==> config.mk <==
export PLATFORM = sky130hd
export DESIGN_NAME = l1_mem_arbiter
export DESIGN_NICKNAME = d
export VERILOG_FILES = /design/src/rtl/l1_mem_arbiter.sv
export SDC_FILE = /design/constraint.sdc
export NUM_CORES = 1
export LEC_CHECK = 0
export ABC_AREA = 1
export CAP_MARGIN = 20
export CORE_AREA = 2 2 115 117
export CTS_BUF_LIST = sky130_fd_sc_hd__clkbuf_2
export CTS_CLUSTER_DIAMETER = 50
export DETAILED_ROUTE_END_ITERATION = 7
export DIE_AREA = 0 0 117 119
export SETUP_SLACK_MARGIN = 0.1
export SLEW_MARGIN = 20
export SYNTH_ARGS = -nofsm -noshare
export SYNTH_HDL_FRONTEND = slang
export SYNTH_SLANG_ARGS = --single-unit
==> constraint.sdc <==
create_clock -name clk_i -period 1.93 [get_ports clk_i]
set_input_delay 0.2895 -clock clk_i [delete_from_list [all_inputs] [get_ports clk_i]]
set_output_delay 0.2895 -clock clk_i [all_outputs]
set_load 0.05 [all_outputs]
**Run 1: register map, names as in the netlist**

Scale bar: 20 um.
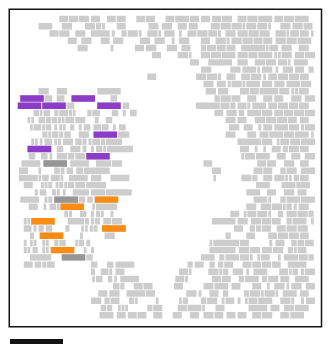
- purple: `starve` (flops 8)
- orange: `g_port.u_outstanding.count` (flops 6)
- not coloured: 3
final core utilization: 49.5%
flop share of the area: 6.68%
sequential standard cell area: 425 um^2

**Run 1: routed clock nets over the placement**

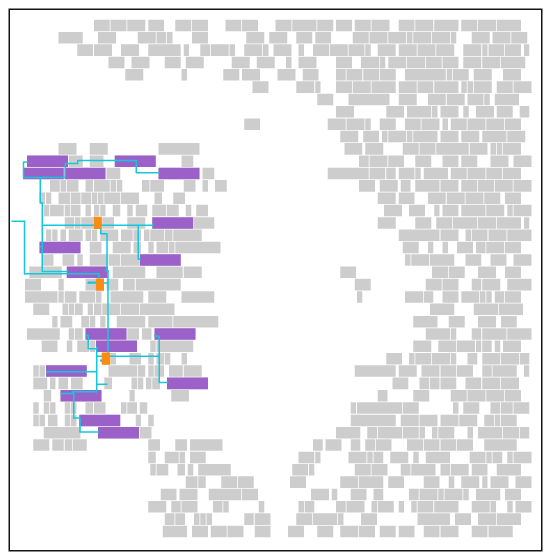
- orange: clock-net drivers (count 3)
- purple: flip-flops (count 17)
- cyan: clock wires (length 256 um)
- flops lie: middle left
final setup skew: 0.00574 ns
power dissipated in the clock network: 175 uW
Worst-Skew Late Latency: 0.31 ns
part of the total power dissipated in the clock network: 2.1%

**Run 1: the clock network**

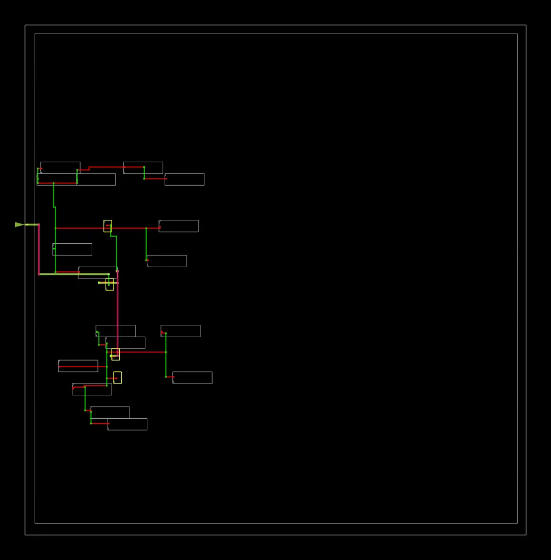
# clk buffers: 4
Flop Count: 17
number of clock buffers inserted by TritonCTS: 3

==> qor.csv, run 1 <==
stage;metric;value;unit
clock_network;Clock Sink Count;17;
final_layout;portion of the layout cell area used by clock cells;0.314;%
final_layout;Net count, final;830;
min_path;min-delay worst type;input port to asynchronous set/reset pin;
critical_path;kind of critical path;flip-flop to output pin;
floorplan;number of rows created at floorplan;42;
clock_network;H-Tree Depth;1;
final_layout;number of flip-flops under the largest register name;8;
timing;worst rel slew slack;66.8;%
final_layout;count of filler cells inserted in the layout;1157;
status;run status;complete, but fails checks;
timing;final-layout worst hold slack;0.356;ns
critical_path;Worst EP arrival;2.08;ns
timing;RSZ-0062 raised after global routing;yes;
timing;post-route worst setup slack;-0.441;ns
critical_path;sequence of cells on the critical path;inv_2, ha_4, nand3_4, nor2_4, nand2_2, nand3_4, nand2_8, buf_12, clkbuf_16, nand2_4, nand2_4, buf_6;
timing;setup violation total in the final timing report;86;
floorplan;Placeable Area;0.0129;mm^2
critical_path;Critical path buffers and inverters;4;
power;portion of total power attributed to sequential cells;6.5;%
synthesis;Yosys top cell by area;sky130_fd_sc_hd__nand2_1;
routing;ratio of routed vias to standard cells;4.27;
synthesis;average cell area after synthesis;5.49;um^2
synthesis;synthesized netlist cell count;409;
routing;number of detailed-route iterations in the first pass;4;
synthesis;net count entering floorplan;597;
final_layout;post-route non-filler standard cell count;818;
clock_network;root buf cell;sky130_fd_sc_hd__clkbuf_2;
routing;initial detailed-routing violation count;145;
synthesis;adder and majority gate portion of the synthesized area;2.90;%
run;tally of OpenROAD warnings;30;
clock_network;cts-stage hold buffer count;0;
synthesis;Top logic family;simple AND/OR/NAND/NOR gates;
final_layout;layout cells sized above 1;49.3;%
power;worst vdd rail ir drop;0.677;mV
synthesis;XOR-XNOR Cells, Area Fraction;2.34;%
final_layout;synth-to-layout area growth;184;%
global_route;total global-route track usage;14.7;%
status;failing checks;negative setup slack;
routing;Via Count;3491;
global_route;GR Overflow Total;0;
## run 1: metal layers
metal	share of wire [%]	track usage, %	up-vias
met1	38	16.9	1618
met3	10	5.75	29
met2	49	25.5	174
met5	0	0	-
met4	3.1	3.31	0
li1	-	-	1670
## run 1: through the flow
| stage | power, mW | setup slack [ns] | cell area, um^2 |
|---|---|---|---|
| 6_report | 8.24 | -0.441 | 6370 |
| 3_3_place_gp | 6.05 | -0.304 | 5050 |
| 2_1_floorplan | 4.61 | 0.0301 | 2800 |
| 3_5_place_dp | 6.11 | -0.372 | 5050 |
| 5_1_grt | 8.64 | -0.577 | 6370 |
| 4_1_cts | 6.61 | -0.444 | 5300 |
## run 1: cell families after synthesis
logic type | Yosys count
fa+ha+maj | 4
compound gates | 11
flops | 17
buf+inv | 79
simple gates | 292
xor+xnor | 6
--- run 2 (diff from run 1) ---
Settings changed: CAP_MARGIN 20 to 40.
**Run 2: register map, names as in the netlist**

Scale bar: 20 um.
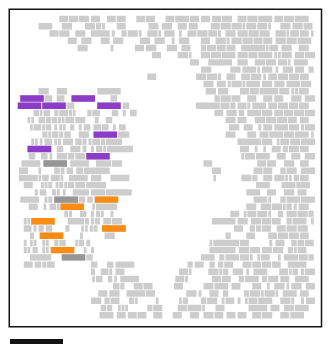
- purple: `starve` (flops 8)
- orange: `g_port.u_outstanding.count` (flops 6)
Seq. pwr: 538 uW

**Run 2: the clock network**

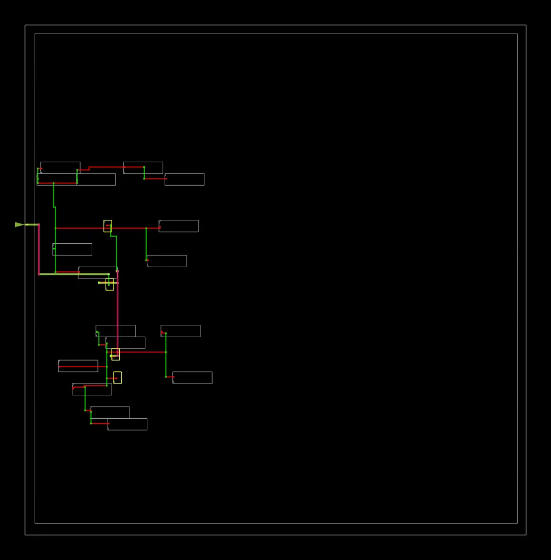
Clock Sink Count: 17

**Run 2: placement by cell class**

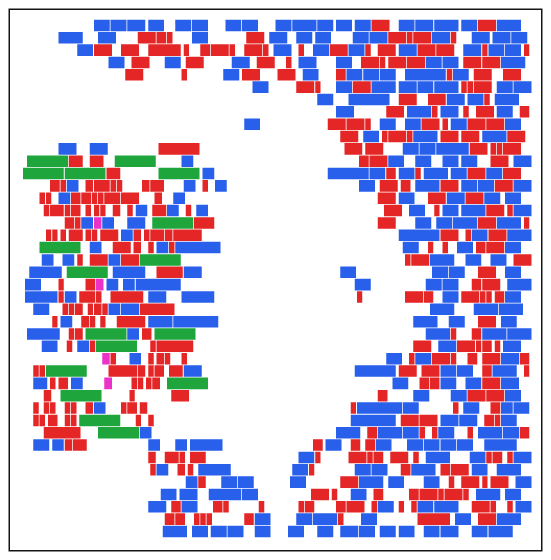
- blue: remaining buffers and delay cells (cells 283)
- magenta: clock drivers and dummy loads (cells 4)
- red: remaining logic cells (cells 337)
- green: registers (cells 17)
Placeable Area: 0.0129 mm^2
Finished Cell Area: 0.00637 mm^2
number of rows created at floorplan: 42

==> run 2 against run 1 <==
Net effect:
- the flow still finishes with violations (negative setup slack)
- global-route usage did not move
- total power did not move
- critical path depth did not move
- non-clock buffer count did not move
- clock-buffer cell count did not move
- die area did not move
- sequential power barely moved
- sequential cell count did not move
- design area did not move
- combinational power barely moved
- largest cell class unchanged
- largest power group unchanged
==> qor.csv, run 2 <==
stage;metric;value;unit
status;run status;complete, but fails checks;
status;failing checks;negative setup slack;
final_layout;layout cells sized above 1;49.3;%
placed_design;total cell area at the placement stage;0.00505;mm^2
final_layout;count of filler cells inserted in the layout;1157;
routing;number of detailed-route iterations in the first pass;4;
critical_path;Critical path buffers and inverters;4;
min_path;min-delay worst type;input port to asynchronous set/reset pin;
clock_network;root buf cell;sky130_fd_sc_hd__clkbuf_2;
final_layout;synth-to-layout area growth;184;%
clock_network;number of clock buffers inserted by TritonCTS;3;
clock_network;cts-stage hold buffer count;0;
critical_path;kind of critical path;flip-flop to output pin;
routing;Met2 Wirelength;6.62;mm
power;PwrDens;1290;mW/mm^2
synthesis;number of distinct library cells after synthesis;26;
timing;final-layout worst hold slack;0.356;ns
routing;detailed-routed wire length on met3;1.37;mm
final_layout;portion of the layout cell area used by clock cells;0.314;%
synthesis;Yosys top cell by area;sky130_fd_sc_hd__nand2_1;
timing;post-route worst setup slack;-0.441;ns
final_layout;Flop Count;17;
synthesis;average cell area after synthesis;5.49;um^2
timing;setup violation total in the final timing report;86;
timing;worst rel slew slack;66.8;%
global_route;GR Overflow Total;0;
clock_network;Post-CTS Setup Bufs;9;
final_layout;Net count, final;830;
critical_path;longest individual stage delay on the worst path;0.42;ns
final_layout;largest contributor to cell area by class;non-clock buffers;
synthesis;synthesized netlist cell count;409;
placed_design;Port Buffer Count;223;
global_route;total global-route track usage;14.7;%
routing;Top Layer Used;met4;
final_layout;flop share of the area;6.68;%
global_route;met3 track demand over resource;5.75;%
synthesis;net count entering floorplan;597;
global_route;routing usage on met2;25.5;%
routing;Via Count;3491;
routing;M1 WL;5.13;mm
final_layout;post-route non-filler standard cell count;818;
final_layout;sequential standard cell area;425;um^2
power;overall power of the completed layout;8.24;mW
timing;RSZ-0062 raised after global routing;yes;
critical_path;cell with the largest stage delay on the worst path;sky130_fd_sc_hd__dfrtp_1;
run;tally of OpenROAD warnings;30;
routing;ratio of routed vias to standard cells;4.27;
power;worst vdd rail ir drop;0.677;mV
clock_network;Worst-Skew Late Latency;0.31;ns
timing;final setup skew;0.00574;ns
global_route;GR Layer Usage met1;16.9;%
synthesis;share of the synthesized area in the top cell type;41.8;%
final_layout;number of flip-flops under the largest register name;8;
routing;initial detailed-routing violation count;145;
==> run 2: kinds of logic after synthesis <==
| family | after synthesis | share of synthesized area, % |
|---|---|---|
| buffers and inverters | 79 | 21.3 |
| DFF | 17 | 18.9 |
| adders and majority gates | 4 | 2.90 |
| xor gates and xnor gates | 6 | 2.34 |
| and+or+nand+nor | 292 | 51.8 |
| AOI/OAI and AO/OA | 11 | 2.67 |
==> run 2: through the flow <==
step / setup WS [ns] / util [%]
after global placement: -0.304 / 39.2
after floorplan: 0.0301 / -
after detailed placement: -0.372 / 39.2
after CTS: -0.444 / 41.1
after global routing: -0.577 / 49.5
final: -0.441 / 49.5
==> run 2: report_power, final <==
group          switching, mW  leakage [nW]  internal, mW
registers             0.0861         0.220         0.452
clock network          0.120        0.0166        0.0549
logic                   4.41          2.83          3.12
total                   4.62          3.07          3.63
Power figures rest on the tool's default switching activity, not on a simulated workload.
